## config.mk

```make
export PLATFORM = sky130hd
export DESIGN_NAME = sram_write_buffer_flat
export DESIGN_NICKNAME = d
export VERILOG_FILES = /design/src/rtl/sram_write_buffer_if.sv /design/src/rtl/sram_write_buffer.sv /design/src/flat_wrapper.sv
export SDC_FILE = /design/constraint.sdc
export NUM_CORES = 1
export LEC_CHECK = 0
export ABC_AREA = 1
export CORE_MARGIN = 2
export CORE_UTILIZATION = 40
export DETAILED_ROUTE_END_ITERATION = 12
export PLACE_DENSITY = 0.64
export SETUP_SLACK_MARGIN = 0.3
export SLEW_MARGIN = 0
export SYNTH_ARGS = -nofsm -noshare
export SYNTH_HDL_FRONTEND = slang
export SYNTH_SLANG_ARGS = --single-unit
```

## constraint.sdc

```tcl
create_clock -name CLK_48MHZ -period 3.7 [get_ports CLK_48MHZ]
set_input_delay 0.37 -clock CLK_48MHZ [delete_from_list [all_inputs] [get_ports CLK_48MHZ]]
set_output_delay 0.37 -clock CLK_48MHZ [all_outputs]
set_load 0.02 [all_outputs]
```

## src/rtl/sram_write_buffer_if.sv

```systemverilog
// Byte-in / SRAM-write handshake bundle for sram_write_buffer.
interface sram_write_buffer_if;
  logic [7:0]  BYTE_IN;
  logic        BYTE_VALID;
  logic        BYTE_READY;
  logic        FLUSH;
  logic [15:0] DATA_WRITE;
  logic        WRITE_CMD;
  logic        WRITE_DONE;
  logic [17:0] WRITE_ADDRESS;
  logic        MEM_FULL;
  logic        OVERFLOW;
  logic        WRITE_ERROR;

  modport slave (
    input  BYTE_IN, BYTE_VALID, FLUSH, WRITE_DONE,
    output BYTE_READY, DATA_WRITE, WRITE_CMD, WRITE_ADDRESS,
           MEM_FULL, OVERFLOW, WRITE_ERROR
  );

  modport master (
    output BYTE_IN, BYTE_VALID, FLUSH, WRITE_DONE,
    input  BYTE_READY, DATA_WRITE, WRITE_CMD, WRITE_ADDRESS,
           MEM_FULL, OVERFLOW, WRITE_ERROR
  );
endinterface

```

## src/rtl/sram_write_buffer.sv

```systemverilog
// Packs telemetry bytes into 16-bit words (low byte first), queues them in a
// small FIFO and writes them to SRAM through a cmd/ack handshake with retry.
module sram_write_buffer #(
  parameter int unsigned FIFO_DEPTH  = 4,
  parameter int unsigned WR_GAP      = 4,
  parameter int unsigned ACK_TIMEOUT = 255,
  parameter logic [17:0] ADDR_LAST   = 18'h3FFFF
) (
  input logic                CLK_48MHZ,
  input logic                RESET,
  sram_write_buffer_if.slave sif
);
  localparam int unsigned AW = (FIFO_DEPTH > 1) ? $clog2(FIFO_DEPTH) : 1;
  localparam int unsigned CW = AW + 1;
  localparam int unsigned TW = $clog2(ACK_TIMEOUT + 1) + 1;
  localparam int unsigned GW = 16;

  typedef enum logic [1:0] {IDLE, CMD, WAIT, GAP} state_t;

  // GAP + IDLE + CMD together make up the WR_GAP low cycles of WRITE_CMD,
  // so GAP itself is skipped for WR_GAP<=2 and WR_GAP==1 reloads straight to CMD.
  localparam state_t GAP_ENTRY = (WR_GAP >= 3) ? GAP : IDLE;

  state_t          state_q, state_d;
  logic [15:0]     data_q, data_d;
  logic            cmd_q, cmd_d;
  logic [17:0]     addr_q, addr_d;
  logic            mem_full_q, mem_full_d;
  logic            overflow_q, overflow_d;
  logic            werr_q, werr_d;
  logic [TW-1:0]   tmo_q, tmo_d;
  logic [GW-1:0]   gap_q, gap_d;
  logic            half_q, half_d;
  logic [7:0]      low_q, low_d;
  logic            flush_pend_q, flush_pend_d;
  logic [AW-1:0]   wr_ptr_q, wr_ptr_d;
  logic [AW-1:0]   rd_ptr_q, rd_ptr_d;
  logic [CW-1:0]   count_q, count_d;
  logic [15:0]     mem_q [FIFO_DEPTH];
  logic [15:0]     mem_d [FIFO_DEPTH];

  logic            fifo_full, fifo_empty, byte_ready, accept;
  logic            push, pop, do_push, flush_req;
  logic [15:0]     push_data;

  assign fifo_full  = (count_q == CW'(FIFO_DEPTH));
  assign fifo_empty = (count_q == '0);
  assign byte_ready = !fifo_full && !mem_full_q && !RESET;
  assign accept     = sif.BYTE_VALID && byte_ready;

  assign sif.BYTE_READY    = byte_ready;
  assign sif.DATA_WRITE    = data_q;
  assign sif.WRITE_CMD     = cmd_q;
  assign sif.WRITE_ADDRESS = addr_q;
  assign sif.MEM_FULL      = mem_full_q;
  assign sif.OVERFLOW      = overflow_q;
  assign sif.WRITE_ERROR   = werr_q;

  // Byte packer and flush: an accepted byte is packed first, flush acts on the result.
  always_comb begin
    half_d       = half_q;
    low_d        = low_q;
    flush_pend_d = flush_pend_q;
    push         = 1'b0;
    push_data    = '0;
    flush_req    = sif.FLUSH || flush_pend_q;
    if (accept) begin
      if (half_q) begin
        push      = 1'b1;
        push_data = {sif.BYTE_IN, low_q};
        half_d    = 1'b0;
      end else begin
        low_d  = sif.BYTE_IN;
        half_d = 1'b1;
      end
    end
    if (flush_req) begin
      if (half_d && !push) begin
        if (!fifo_full) begin
          push         = 1'b1;
          push_data    = {8'h00, low_d};
          half_d       = 1'b0;
          flush_pend_d = 1'b0;
        end else begin
          flush_pend_d = 1'b1;
        end
      end else begin
        flush_pend_d = 1'b0;
      end
    end
  end

  // Word FIFO; emptied and frozen once memory is full.
  always_comb begin
    mem_d    = mem_q;
    wr_ptr_d = wr_ptr_q;
    rd_ptr_d = rd_ptr_q;
    count_d  = count_q;
    do_push  = push && !mem_full_q && (!fifo_full || pop);
    if (mem_full_q) begin
      wr_ptr_d = '0;
      rd_ptr_d = '0;
      count_d  = '0;
    end else begin
      if (do_push) begin
        mem_d[wr_ptr_q] = push_data;
        wr_ptr_d        = wr_ptr_q + AW'(1);
      end
      if (pop) begin
        rd_ptr_d = rd_ptr_q + AW'(1);
      end
      count_d = count_q + CW'(do_push) - CW'(pop);
    end
  end

  // Write FSM: next state, handshake outputs and sticky flags.
  always_comb begin
    state_d    = state_q;
    data_d     = data_q;
    cmd_d      = cmd_q;
    addr_d     = addr_q;
    mem_full_d = mem_full_q;
    werr_d     = werr_q;
    tmo_d      = tmo_q;
    gap_d      = gap_q;
    pop        = 1'b0;
    overflow_d = overflow_q || (mem_full_q && sif.BYTE_VALID);
    unique case (state_q)
      IDLE: begin
        if (!fifo_empty && !mem_full_q) begin
          data_d  = mem_q[rd_ptr_q];
          state_d = CMD;
        end
      end
      CMD: begin
        cmd_d   = 1'b1;
        tmo_d   = '0;
        state_d = WAIT;
      end
      WAIT: begin
        if (sif.WRITE_DONE) begin
          pop     = 1'b1;
          cmd_d   = 1'b0;
          gap_d   = '0;
          state_d = GAP_ENTRY;
          if (addr_q == ADDR_LAST) begin
            mem_full_d = 1'b1;
          end else begin
            addr_d = addr_q + 18'd1;
            if (WR_GAP == 1 && count_q >= CW'(2)) begin
              data_d  = mem_q[rd_ptr_q + AW'(1)];
              state_d = CMD;
            end
          end
        end else if (tmo_q == TW'(ACK_TIMEOUT)) begin
          werr_d  = 1'b1;
          cmd_d   = 1'b0;
          gap_d   = '0;
          state_d = (WR_GAP == 1) ? CMD : GAP_ENTRY;
        end else begin
          tmo_d = tmo_q + TW'(1);
        end
      end
      GAP: begin
        if (gap_q == GW'(WR_GAP - 3)) begin
          state_d = IDLE;
        end else begin
          gap_d = gap_q + GW'(1);
        end
      end
      default: state_d = IDLE;
    endcase
  end

  // State registers with synchronous reset.
  always_ff @(posedge CLK_48MHZ) begin
    if (RESET) begin
      state_q      <= IDLE;
      data_q       <= '0;
      cmd_q        <= 1'b0;
      addr_q       <= '0;
      mem_full_q   <= 1'b0;
      overflow_q   <= 1'b0;
      werr_q       <= 1'b0;
      tmo_q        <= '0;
      gap_q        <= '0;
      half_q       <= 1'b0;
      low_q        <= '0;
      flush_pend_q <= 1'b0;
      wr_ptr_q     <= '0;
      rd_ptr_q     <= '0;
      count_q      <= '0;
      mem_q        <= '{default: '0};
    end else begin
      state_q      <= state_d;
      data_q       <= data_d;
      cmd_q        <= cmd_d;
      addr_q       <= addr_d;
      mem_full_q   <= mem_full_d;
      overflow_q   <= overflow_d;
      werr_q       <= werr_d;
      tmo_q        <= tmo_d;
      gap_q        <= gap_d;
      half_q       <= half_d;
      low_q        <= low_d;
      flush_pend_q <= flush_pend_d;
      wr_ptr_q     <= wr_ptr_d;
      rd_ptr_q     <= rd_ptr_d;
      count_q      <= count_d;
      mem_q        <= mem_d;
    end
  end
endmodule

```

## src/flat_wrapper.sv

```systemverilog
// flat-port wrapper written by rule: the top's interface ports become plain ports
module sram_write_buffer_flat 
#(
  parameter int unsigned FIFO_DEPTH  = 4,
  parameter int unsigned WR_GAP      = 4,
  parameter int unsigned ACK_TIMEOUT = 255,
  parameter logic [17:0] ADDR_LAST   = 18'h3FFFF
)
  (CLK_48MHZ, RESET, sif_BYTE_IN, sif_BYTE_VALID, sif_FLUSH, sif_WRITE_DONE, sif_BYTE_READY, sif_DATA_WRITE, sif_WRITE_CMD, sif_WRITE_ADDRESS, sif_MEM_FULL, sif_OVERFLOW, sif_WRITE_ERROR);
  sram_write_buffer_if sif_i ();
  input logic CLK_48MHZ;
  input logic RESET;
  input wire logic [$bits(sif_i.BYTE_IN)-1:0] sif_BYTE_IN;
  input wire logic [$bits(sif_i.BYTE_VALID)-1:0] sif_BYTE_VALID;
  input wire logic [$bits(sif_i.FLUSH)-1:0] sif_FLUSH;
  input wire logic [$bits(sif_i.WRITE_DONE)-1:0] sif_WRITE_DONE;
  output wire logic [$bits(sif_i.BYTE_READY)-1:0] sif_BYTE_READY;
  output wire logic [$bits(sif_i.DATA_WRITE)-1:0] sif_DATA_WRITE;
  output wire logic [$bits(sif_i.WRITE_CMD)-1:0] sif_WRITE_CMD;
  output wire logic [$bits(sif_i.WRITE_ADDRESS)-1:0] sif_WRITE_ADDRESS;
  output wire logic [$bits(sif_i.MEM_FULL)-1:0] sif_MEM_FULL;
  output wire logic [$bits(sif_i.OVERFLOW)-1:0] sif_OVERFLOW;
  output wire logic [$bits(sif_i.WRITE_ERROR)-1:0] sif_WRITE_ERROR;
  assign sif_i.BYTE_IN = sif_BYTE_IN;
  assign sif_i.BYTE_VALID = sif_BYTE_VALID;
  assign sif_i.FLUSH = sif_FLUSH;
  assign sif_i.WRITE_DONE = sif_WRITE_DONE;
  assign sif_BYTE_READY = sif_i.BYTE_READY;
  assign sif_DATA_WRITE = sif_i.DATA_WRITE;
  assign sif_WRITE_CMD = sif_i.WRITE_CMD;
  assign sif_WRITE_ADDRESS = sif_i.WRITE_ADDRESS;
  assign sif_MEM_FULL = sif_i.MEM_FULL;
  assign sif_OVERFLOW = sif_i.OVERFLOW;
  assign sif_WRITE_ERROR = sif_i.WRITE_ERROR;
  sram_write_buffer #(.FIFO_DEPTH(FIFO_DEPTH), .WR_GAP(WR_GAP), .ACK_TIMEOUT(ACK_TIMEOUT), .ADDR_LAST(ADDR_LAST)) u_core (.CLK_48MHZ(CLK_48MHZ), .RESET(RESET), .sif(sif_i));
endmodule
```

==> Changelog: implementation <==
### Physical design

- Time the worst path needs with I/O delays and setup: 2.890 ns
- Yosys Instances: 1156
- Setup CP Type: flop to flop
- CTS tree: built
- Total CTS buffers: 17
- Number of global-route vias before repair: 6502
- Compound Share, Synth: 14.27%
- Logic area: 3876 um^2
- EDFF count, synth: 0
- Mapped Avg Cell Area: 6.536 um^2
- Max clock buf depth: 2
- Root buffer cell: clkbuf_16
- RSZ-0062 raised after global routing: no
- Critical Path Max Stage Delay: 0.47 ns
- Initial Util: 40.53%
- Yosys stat area: 7556 um^2
- Worst skew pair latency: 0.43 ns
- Drt initial violations: 392
- Top cells by area: dfxtp_1, nand2_1, a21oi_1
- P per Cell Area: 532.5 nW/um^2
- M1 GR Usage: 26.87%
- Layout Nets: 1226
- Reg area: 2923 um^2
- Outcome: completed
- Peak VDD IR: 0.3368 mV
- GPL Wtd Cong: 0.8060
- Wire per inst: 12.72 um
- Cycle use final: 78.11%
- Highest routed layer: met4
- Critical path capture point type: flop
- FP Rows: 50
- Met3 WL: 728 um
- Busiest grt layer: met2
- Die Wd: 141.4 um
- Antenna cells: 0
- Required @ worst endpoint: 4.01 ns
- Hold Fails Final Rpt: 0
- CP delay by family, top: adder cells
- Die ar.: 20010 um^2
- Worst EP arrival: 3.20 ns
- Worst-path clk slew: 0.06 ns
- Detailed placer's ending HPWL: 12220 um
- Met1 Routed Length: 9280 um
- Fill cells: 1925
- IO Port Bufs: 51
- Syn nets: 1188
- CP bufs+invs: 4
- Post-synth top area cell: dfxtp_1
- And+or+nand+nor area frac: 31.46%
- Fraction of layout cells with a size suffix above 1: 6.711%
- Count of final setup violators: 0
- Mux frac, synth: 0%
- Residual DRC count: 0
- Worst setup SP type: flop
- Comb area leader: simple AND/OR/NAND/NOR gates
- Die height: 141.4 um
- Setup tns final: 0 ns
- Post-CTS Setup Bufs: 0
- Area Overhead vs Synth: 17.20%
- LEAKAGE: 3.769 nW
- Most frequent cells after synthesis: nand2_1, nor2_1, dfxtp_1, inv_1, a21oi_1
- Final slew viol count: 0
- Largest net degree at the start of global routing: 55
- Adder Share, Synth: 3.246%
- Max FO, Critical Path: 6
- Core area: 18640 um^2
- Inst Count DP: 1409
- Clock Skew: 0.009093 ns
- Count leader, synth: nand2_1
- Flops after synth: 146
- XORs/XNORs by Area: 2.318%
- First drt pass iteration count: 7
- Worst path most repeated cell: inv_1
- Total gr overflow: 0
- M3 GR Usage: 3.611%
- H-tree depth: 4
- Met2 wire len: 8148 um
- Vias per std cell: 4.848
- Cells after synthesis: 1156
- Max-area cell share: 38.68%
- CTS resizes: 0
- Max-slew headroom: 30.55%
- Worst-margin pin slew: 1.041 ns
- Tool warnings: 35
- Most numerous logic cells after layout: nand2_1, nor2_1, dfxtp_1
- Clock sink count: 146
- Worst path cell trace: nor2_4 -> nand3_1 -> inv_2 -> ha_1 -> inv_1 -> nor2_1 -> nand3_2 -> inv_1 -> nor2_1 -> nand2_1 -> inv_1 -> ha_1 -> fa_1 -> xor2_1 -> o21ai_0 -> a21oi_1
- Power, Total: 4.715 mW
- Sequential area share after synthesis: 38.68%
[where the power goes]
group / total, mW / internal, mW / switching [mW]
logic: 1.11 / 0.376 / 0.735
clock network: 1.81 / 1.09 / 0.720
registers: 1.80 / 1.72 / 0.0802
total: 4.72 / 3.18 / 1.54
[final cells by class]
type	count	area share, %
Sequential cell	146	33.00
Timing Repair Buffer	64	6.810
Inverter	146	6.188
Multi-Input combinational cell	819	43.77
Tap cell	234	3.306
Clock inverter	14	1.964
Clock buffer	18	4.959
[per-stage QoR]
step           hold WS (ns)  cell area, um^2  worst slack, ns  util, %
2_1_floorplan        0.4414             7556           0.7916        -
3_3_place_gp         0.4353             8243           0.6404    44.21
3_5_place_dp         0.4349             8243           0.5535    44.21
4_1_cts              0.2523             8856           0.8030    47.50
5_1_grt              0.2969             8856           0.4395    47.50
6_report             0.2649             8856           0.8100    47.50
[path summary, 6_finish.rpt]
path,from,endpoint,slack [ns],cells past startpoint
min,RESET,u_core.count_q[2]$_SDFF_PP0_,0.26,4
max reg2reg,u_core.sif.MEM_FULL$_SDFFE_PP0P_,u_core.count_q[2]$_SDFF_PP0_,0.81,16
max,u_core.sif.MEM_FULL$_SDFFE_PP0P_,u_core.count_q[2]$_SDFF_PP0_,0.81,16
min reg2reg,u_core.sif.DATA_WRITE[1]$_SDFFE_PP0P_,u_core.sif.DATA_WRITE[1]$_SDFFE_PP0P_,0.44,2
[state kept, by name (all words and copies together) (netlist names), 2 cells and up]
name and flops:
u_core.sif.WRITE_ADDRESS 18, u_core.state_q 2, u_core.mem_q 64, u_core.wr_ptr_q 2
u_core.rd_ptr_q 2, u_core.gap_q 16, u_core.count_q 3, u_core.sif.DATA_WRITE 16
u_core.tmo_q 9, u_core.low_q 8
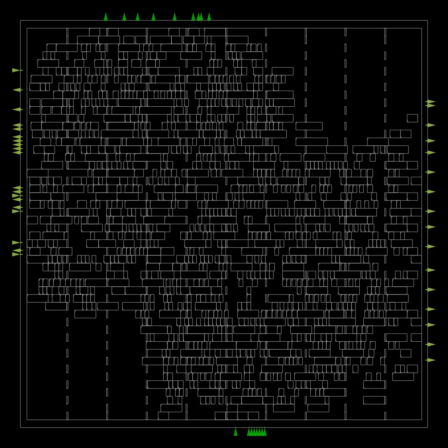
Fig. 1. Cell placement.
final std cells w/o fill: 1441
Final Util: 47.50%
well tap count: 234
Seq/total area: 33.00%

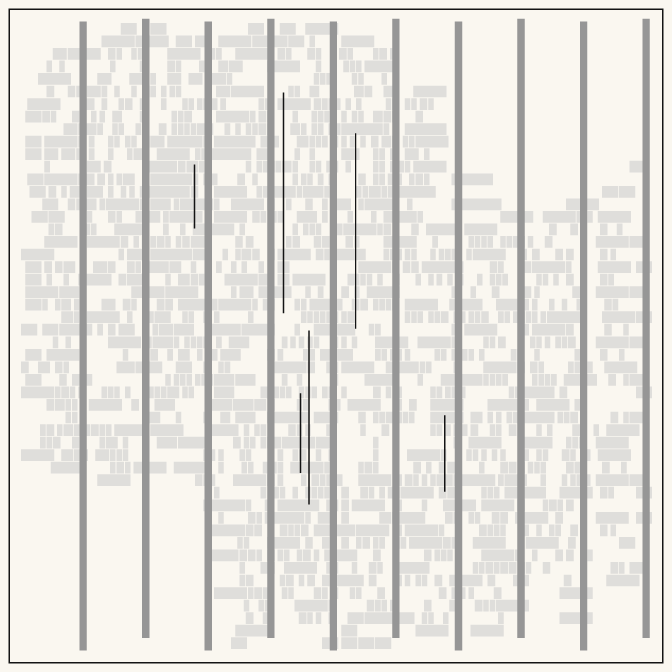
Fig. 2. Met4 routing.
Supply wires on this layer in gray. Cells faint in the background.
share of all routed wire	0.95%
nets with wire on the layer	3
wire length on this layer	174 um
longest straight run	47.6 um
WL final: 18330 um
vias: 6986

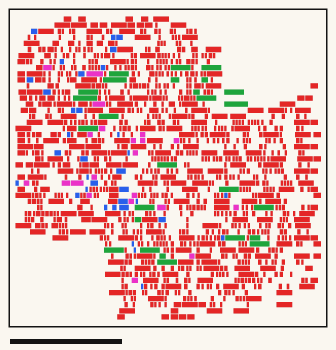
Fig. 3. Cells by drive strength.
Bar = 50 um.
size	color	cells	share	most used
_6 and larger	green	26	2.2%	clkbuf_16
_0 and _1 cells	red	1126	93%	nand2_1
_3 and _4 cells	magenta	21	1.7%	buf_4
_2 cells	blue	34	2.8%	inv_2

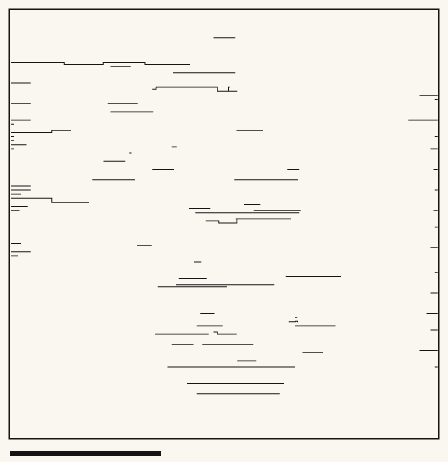
Fig. 4. The metal 3 layer.
Bar = 50 um.
nets with wire on the layer	59
main direction	horizontal

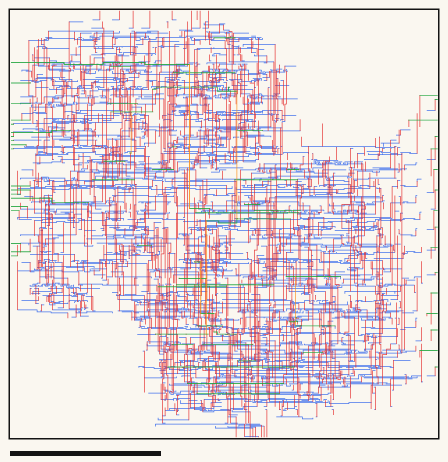
Fig. 5. Wiring by layer.
Bar = 50 um.
layer	color	wire length
metal 2	red	8150 um
metal 3	green	728 um
metal 4	orange	174 um
metal 1	blue	9280 um

Power is estimated from default activity; no workload was simulated.
